==> config.mk <==
export PLATFORM = sky130hd
export DESIGN_NAME = fifo_write_arbiter
export DESIGN_NICKNAME = d
export VERILOG_FILES = /design/src/rtl/fifo_write_arbiter.sv
export SDC_FILE = /design/constraint.sdc
export NUM_CORES = 1
export LEC_CHECK = 0
export CORE_ASPECT_RATIO = 1.4
export CORE_MARGIN = 2
export CORE_UTILIZATION = 28
export DETAILED_ROUTE_END_ITERATION = 7
export PLACE_DENSITY = 0.93
export SLEW_MARGIN = 15
export SYNTH_ARGS = -nofsm -noshare
export SYNTH_HDL_FRONTEND = slang
export SYNTH_SLANG_ARGS = --single-unit
==> constraint.sdc <==
create_clock -name clock -period 4.8 [get_ports clock]
set_input_delay 1.2 -clock clock [delete_from_list [all_inputs] [get_ports clock]]
set_output_delay 1.2 -clock clock [all_outputs]
set_load 0.02 [all_outputs]
==> src/rtl/fifo_write_arbiter.sv <==
// Round-robin arbiter sharing the single FIFO write port among NUM_REQ same-clock producers.
// Define FIFO_ARB_BURST_EN to hold a grant for a burst; otherwise every grant carries one word.
module fifo_write_arbiter #(
  parameter int NUM_REQ   = 4,
  parameter int WIDTH     = 16,
  parameter int MAX_BURST = 8,
  localparam int ID_W     = (NUM_REQ > 1) ? $clog2(NUM_REQ) : 1,
  localparam int BC_W     = $clog2(MAX_BURST + 1)
) (
  input  logic                     clock,
  input  logic                     reset,
  input  logic [NUM_REQ-1:0]       req_valid,
  input  logic [NUM_REQ*WIDTH-1:0] req_data,
  input  logic [NUM_REQ-1:0]       req_last,
  output logic [NUM_REQ-1:0]       req_ready,
  output logic                     fifo_shift,
  output logic [WIDTH-1:0]         fifo_data,
  input  logic                     fifo_full,
  output logic                     grant_valid,
  output logic [ID_W-1:0]          grant_id,
  output logic [BC_W-1:0]          beat_count
);

  // Handshake: requester i's word moves on a cycle where req_valid[i] && req_ready[i];
  // the requester keeps data and last stable until then, and may withdraw to end its grant.

  typedef enum logic {
    IDLE  = 1'b0,
    GRANT = 1'b1
  } state_t;

  state_t            state;
  logic [ID_W-1:0]   last;
  logic [WIDTH-1:0]  req_word [NUM_REQ];

  logic              pick_found;
  logic [ID_W-1:0]   pick_id;
  logic              in_grant;
  logic              cur_valid;
  logic              xfer;
  logic              release_grant;
  logic [BC_W-1:0]   beat_next;

  for (genvar g = 0; g < NUM_REQ; g++) begin : g_word
    assign req_word[g] = req_data[g*WIDTH +: WIDTH];
  end

  // Search last+1, last+2, ... wrapping at NUM_REQ, so the previous winner goes to the back.
  function automatic logic [ID_W:0] rr_pick(input logic [NUM_REQ-1:0] valid,
                                            input logic [ID_W-1:0]    ptr);
    logic            found;
    logic [ID_W-1:0] id;
    logic [ID_W:0]   idx;
    found = 1'b0;
    id    = '0;
    for (int k = 1; k <= NUM_REQ; k++) begin
      idx = {1'b0, ptr} + (ID_W+1)'(k);
      if (idx >= (ID_W+1)'(NUM_REQ)) idx = idx - (ID_W+1)'(NUM_REQ);
      if (!found && valid[idx[ID_W-1:0]]) begin
        found = 1'b1;
        id    = idx[ID_W-1:0];
      end
    end
    return {found, id};
  endfunction

  always_comb begin
    {pick_found, pick_id} = rr_pick(req_valid, last);
  end

  assign in_grant    = (state == GRANT);
  assign grant_valid = in_grant;
  assign cur_valid   = req_valid[grant_id];

  // A word presented while reset is high is never acknowledged.
  assign xfer       = in_grant && !reset && cur_valid && !fifo_full;
  assign fifo_shift = xfer;
  assign fifo_data  = req_word[grant_id];

  always_comb begin
    req_ready = '0;
    if (in_grant && !reset) begin
      req_ready = (NUM_REQ'(1) << grant_id) & {NUM_REQ{!fifo_full}};
    end
  end

`ifdef FIFO_ARB_BURST_EN
  localparam logic [BC_W-1:0] MAX_BEAT = BC_W'(MAX_BURST);

  logic [BC_W-1:0] beat_inc;
  logic            at_limit;

  assign beat_inc  = beat_count + 1'b1;
  assign at_limit  = (beat_inc == MAX_BEAT);
  assign beat_next = (beat_count == MAX_BEAT) ? beat_count : beat_inc;
  // last and the burst limit together still give one release.
  assign release_grant = (xfer && (req_last[grant_id] || at_limit)) || !cur_valid;
`else
  logic unused_last;

  assign unused_last   = ^req_last;
  assign beat_next     = BC_W'(1);
  assign release_grant = xfer || !cur_valid;
`endif

  always_ff @(posedge clock) begin
    if (reset) begin
      state      <= IDLE;
      grant_id   <= '0;
      beat_count <= '0;
      last       <= ID_W'(NUM_REQ - 1);
    end else begin
      case (state)
        IDLE: begin
          if (pick_found) begin
            grant_id   <= pick_id;
            last       <= pick_id;
            beat_count <= '0;
            state      <= GRANT;
          end
        end
        GRANT: begin
          if (xfer) beat_count <= beat_next;
          if (release_grant) state <= IDLE;
        end
      endcase
    end
  end

endmodule

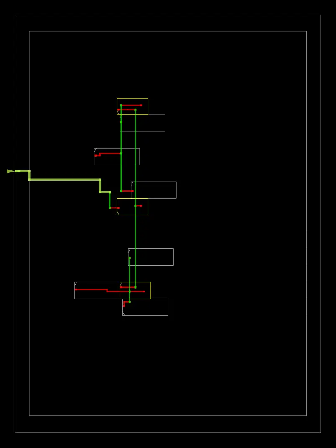
run_1/clocks.png
P_clk: 74.2 uW
Latency at later pin: 220 ps
Worst Skew: 0.279 ps
Seq cells: 6

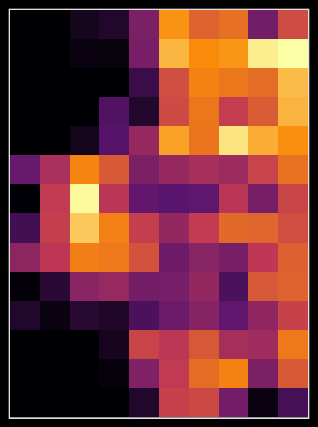
run_1/metal_density.png
Drawn at 6 px/um. The die is cut into 10 by 14 equal tiles; black is low, pale yellow is high, scaled to the fullest tile. Values are wire area over tile area, all layers added.
39% of the tiles are over half the peak. The mean over all tiles is 0.18. The fullest tile reaches 0.46. The emptiest ninth of the die: north-west. 19% of the tiles are nearly empty. The densest ninth of the die: north-east.

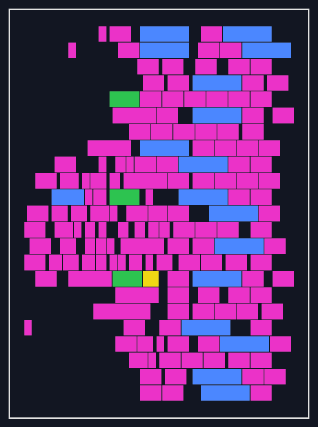
run_1/sizes.png
Drawn at 6 px/um.
Green marks _6 and larger, cells 3, share 1.8%. Yellow marks _3 and _4 cells, cells 1, share 0.60%. Magenta marks _0 and _1 cells, cells 146, share 87%. Blue marks _2 cells, cells 17, share 10%.

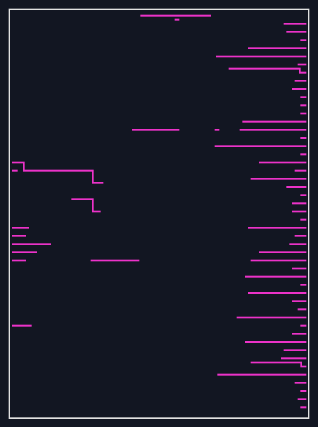
run_1/layer_met3.png
Drawn at 6 px/um.
The layer holds 8.3% of the routed length. The wires run mostly horizontal.

==> flow_metrics.env, run 1 <==
# physical design summary
export IMPL_antennaDiodeCount=0
export IMPL_clock_sinks=6
export IMPL_common_cells="mux4_2, nor2_1, a21oi_1, dfxtp_1, nand2_1"
export IMPL_timing_hold_worst_class="register to register"
export IMPL_cts_tree="done"
export IMPL_cts_root_buf="clkbuf_8"
export IMPL_synth_area_mux_share_pct=47.3
export IMPL_instances_no_fill=204
export IMPL_critPathSlowestCell="mux4_1"
export IMPL_crit_buf_inv=2
export IMPL_dpl_cell_area_um2=1770
export IMPL_setup_viol=0
export IMPL_ctsResizeCount=0
export IMPL_finalCritPeriodShare_pct=88.0
export IMPL_setup_tns_ps=0
export IMPL_crit_arrival_ps=3020
export IMPL_setup_slack_ps=577
export IMPL_ctsHoldBuffers=0
export IMPL_netlist_area_leader_share_pct=44.1
export IMPL_grt_max_degree=24
export IMPL_synth_area_um2=817
export IMPL_cap_viol_max_count=0
export IMPL_post_cts_setup_buffer_count=0
export IMPL_crit_fanout=8
export IMPL_startpoint_type="primary input"
export IMPL_vias=1053
export IMPL_area_growth_pct=122
export IMPL_tightest_slew_ps=867
export IMPL_holdWs_ps=483
export IMPL_dr_pass1_iters=4
export IMPL_dieArea_um2=3370
export IMPL_wl_um=3650
export IMPL_drive_gt1_share_pct=12.6
export IMPL_antenna_left=0
export IMPL_status="finished, final reports clean"
export IMPL_slew_headroom_pct=42.1
export IMPL_flop_cell="dfxtp_1"
export IMPL_powerDensity_nw_per_um2=205
export IMPL_h_tree_depth=1
export IMPL_drv_slew=0
export IMPL_p_leak_uw=0.000646
export IMPL_netlist_instances=74
export IMPL_warnings=30
export IMPL_cp_cell_sequence="clkdlybuf4s50_1 > mux4_1 > nand2_1 > nor3_1 > clkdlybuf4s50_1"
export IMPL_cpLargestDelayFamily="buffers and inverters"
## run 1: layout by cell type, fill, tap and decap left out
master           netlist  layout
clkdlybuf4s50_1        0      95
mux4_2                16      16
nor2_1                 7       7
nand2_1                6       6
a21oi_1                6       6
dfxtp_1                6       6
conb_1                 1       3
clkbuf_8               1       3
nor3b_1                2       2
nor3_1                 2       2
or3b_1                 2       2
a21o_1                 2       2
nand3b_1               2       2
nand2b_1               2       2
and3b_1                1       1
mux4_1                 1       1
and3_1                 1       1
and2b_1                1       1
o22ai_1                1       1
a2111oi_2              1       1
a311o_1                1       1
a2111oi_0              1       1
nand3_1                1       1
a2bb2oi_1              1       1
inv_1                  1       1
o21ai_0                1       1
buf_4                  4       1
## run 1: worst reg2reg max path, stage by stage (launching register included)
cell and delay (ps):
dfxtp_1 880, mux4_1 430, nand2_1 110, a2bb2oi_1 160, nor2_1 50
## run 1: power breakdown
| part | internal (uW) | switching [uW] | leakage, uW |
|---|---|---|---|
| Sequential | 55.6 | 14.1 | 0.0000498 |
| Combinational | 141 | 85.6 | 0.000575 |
| Clock | 53.8 | 20.4 | 0.0000216 |
## run 1: cell type report
type | count | share of cell area, %
Clock buffer | 3 | 2.28
Timing Repair Buffer | 96 | 52.9
Sequential cell | 6 | 6.63
Inverter | 1 | 0.207
Tap cell | 37 | 2.55
Multi-Input combinational cell | 61 | 35.5
## run 1: worst paths after layout
path / to / startpoint / cells past startpoint / slack [ps]
worst min register to register: beat_count[0] / beat_count[0] / 2 / 480
worst max register to register: beat_count[0] / grant_id[1] / 4 / 3050
worst min-delay path: beat_count[0] / beat_count[0] / 2 / 480
worst max-delay path: fifo_shift / req_valid[1] / 5 / 580
## run 1: metal layers
layer  GRT usage, %  share of wire, %
met1           22.9                38
met2           38.8                53
met3           5.68               8.3
met4           6.60              0.82
met5              0                 0
==> run 2, diff against run 1 <==
- SKIP_CTS_REPAIR_TIMING: default -> 1
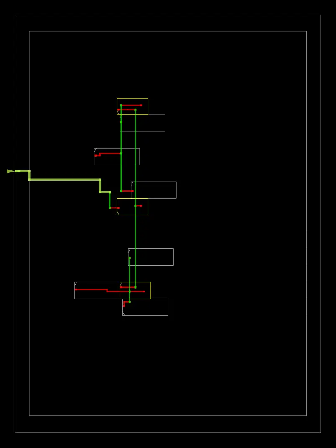
run_2/clocks.png
Clock Sinks: 6
Clock buffer cells: 3

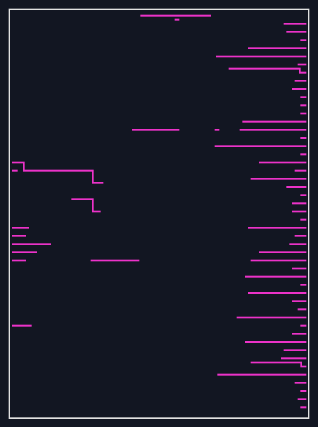
run_2/layer_met3.png
Drawn at 6 px/um.
The longest straight run is 14.9 um. The wires run mostly horizontal. 60 nets have wire on it. The layer holds 8.3% of the routed length. The layer carries 304 um of wire.

==> run 2 against run 1 <==
  * Highest routed layer unchanged
  * Flip-flop count stayed put
  * Global-route usage stayed put
  * Synthesized cell count stayed put
==> flow_metrics.env, run 2 <==
# physical design summary
export IMPL_antenna_left=0
export IMPL_powerDensity_nw_per_um2=205
export IMPL_critPathSlowestCell="mux4_1"
export IMPL_crit_arrival_ps=3020
export IMPL_timing_hold_worst_class="register to register"
export IMPL_cts_tree="done"
export IMPL_startpoint_type="primary input"
export IMPL_p_leak_uw=0.000646
export IMPL_synth_area_um2=817
export IMPL_netlist_instances=74
export IMPL_cpLargestDelayFamily="buffers and inverters"
export IMPL_most_common_layout_cells="clkdlybuf4s50_1, mux4_2, nor2_1"
export IMPL_netlist_area_leader_share_pct=44.1
export IMPL_finalCritPeriodShare_pct=88.0
export IMPL_crit_fanout=8
export IMPL_setup_slack_ps=577
export IMPL_drv_slew=0
export IMPL_wl_um=3650
export IMPL_status="finished, final reports clean"
export IMPL_common_cells="mux4_2, nor2_1, a21oi_1, dfxtp_1, nand2_1"
export IMPL_dpl_cell_area_um2=1770
export IMPL_grt_max_degree=24
export IMPL_setup_tns_ps=0
export IMPL_antennaDiodeCount=0
export IMPL_insertion_delay_ps=220
export IMPL_slew_headroom_pct=42.1
export IMPL_dieArea_um2=3370
export IMPL_cp_cell_sequence="clkdlybuf4s50_1 > mux4_1 > nand2_1 > nor3_1 > clkdlybuf4s50_1"
export IMPL_warnings=30
export IMPL_crit_buf_inv=2
export IMPL_layout_top_cell="clkdlybuf4s50_1"
export IMPL_dr_pass1_iters=4
export IMPL_area_growth_pct=122
export IMPL_drive_gt1_share_pct=12.6
export IMPL_h_tree_depth=1
## run 2: routing by layer
layer	up-vias	track usage, %	routed length (um)
met5	-	0	0
met4	0	6.60	30
met3	4	5.68	303
met2	65	38.8	1930
met1	500	22.9	1390
li1	484	-	-
## run 2: final cells by class
| cell class | count | area (um^2) | share of cell area, % |
|---|---|---|---|
| clock buffers | 3 | 41.3 | 2.28 |
| inverters | 1 | 3.75 | 0.207 |
| multi-input cells | 61 | 643 | 35.5 |
| flip-flops and latches | 6 | 120 | 6.63 |
| well taps | 37 | 46.3 | 2.55 |
| repair buffers | 96 | 958 | 52.9 |
## run 2: worst paths after layout
| path | cells after the start | endpoint | slack, ps | from |
|---|---|---|---|---|
| worst min register to register | 2 | beat_count[0] | 480 | beat_count[0] |
| worst max register to register | 4 | beat_count[0] | 3050 | grant_id[1] |
| worst min-delay path | 2 | beat_count[0] | 480 | beat_count[0] |
| worst max-delay path | 5 | fifo_shift | 580 | req_valid[1] |
## run 2: cells by family after synthesis
family	after synthesis
multiplexers	17
buffers and inverters	9
other	1
AND-OR/OR-AND	14
flip-flops	6
AND/OR/NAND/NOR	27
## run 2: power by group
group          total [uW]  internal, uW  switching (uW)
Combinational         227           141            85.6
Sequential           69.8          55.6            14.1
Clock                74.2          53.8            20.4
## run 2: metrics by stage
step           util (%)  hold slack (ps)  cells  total power (uW)
2_1_floorplan         -              535     76               181
3_5_place_dp       62.8              487    201               298
4_1_cts            64.3              493    204               374
5_1_grt            64.3              532    204               390
3_3_place_gp       62.8              480    201               292
6_report           64.3              483    204               371
## run 2: worst register-to-register path, cell delays in order, from the launching register on
cell	delay [ps]
dfxtp_1	880
mux4_1	430
nand2_1	110
a2bb2oi_1	160
nor2_1	50
Power figures rest on the tool's default switching activity, not on a simulated workload.
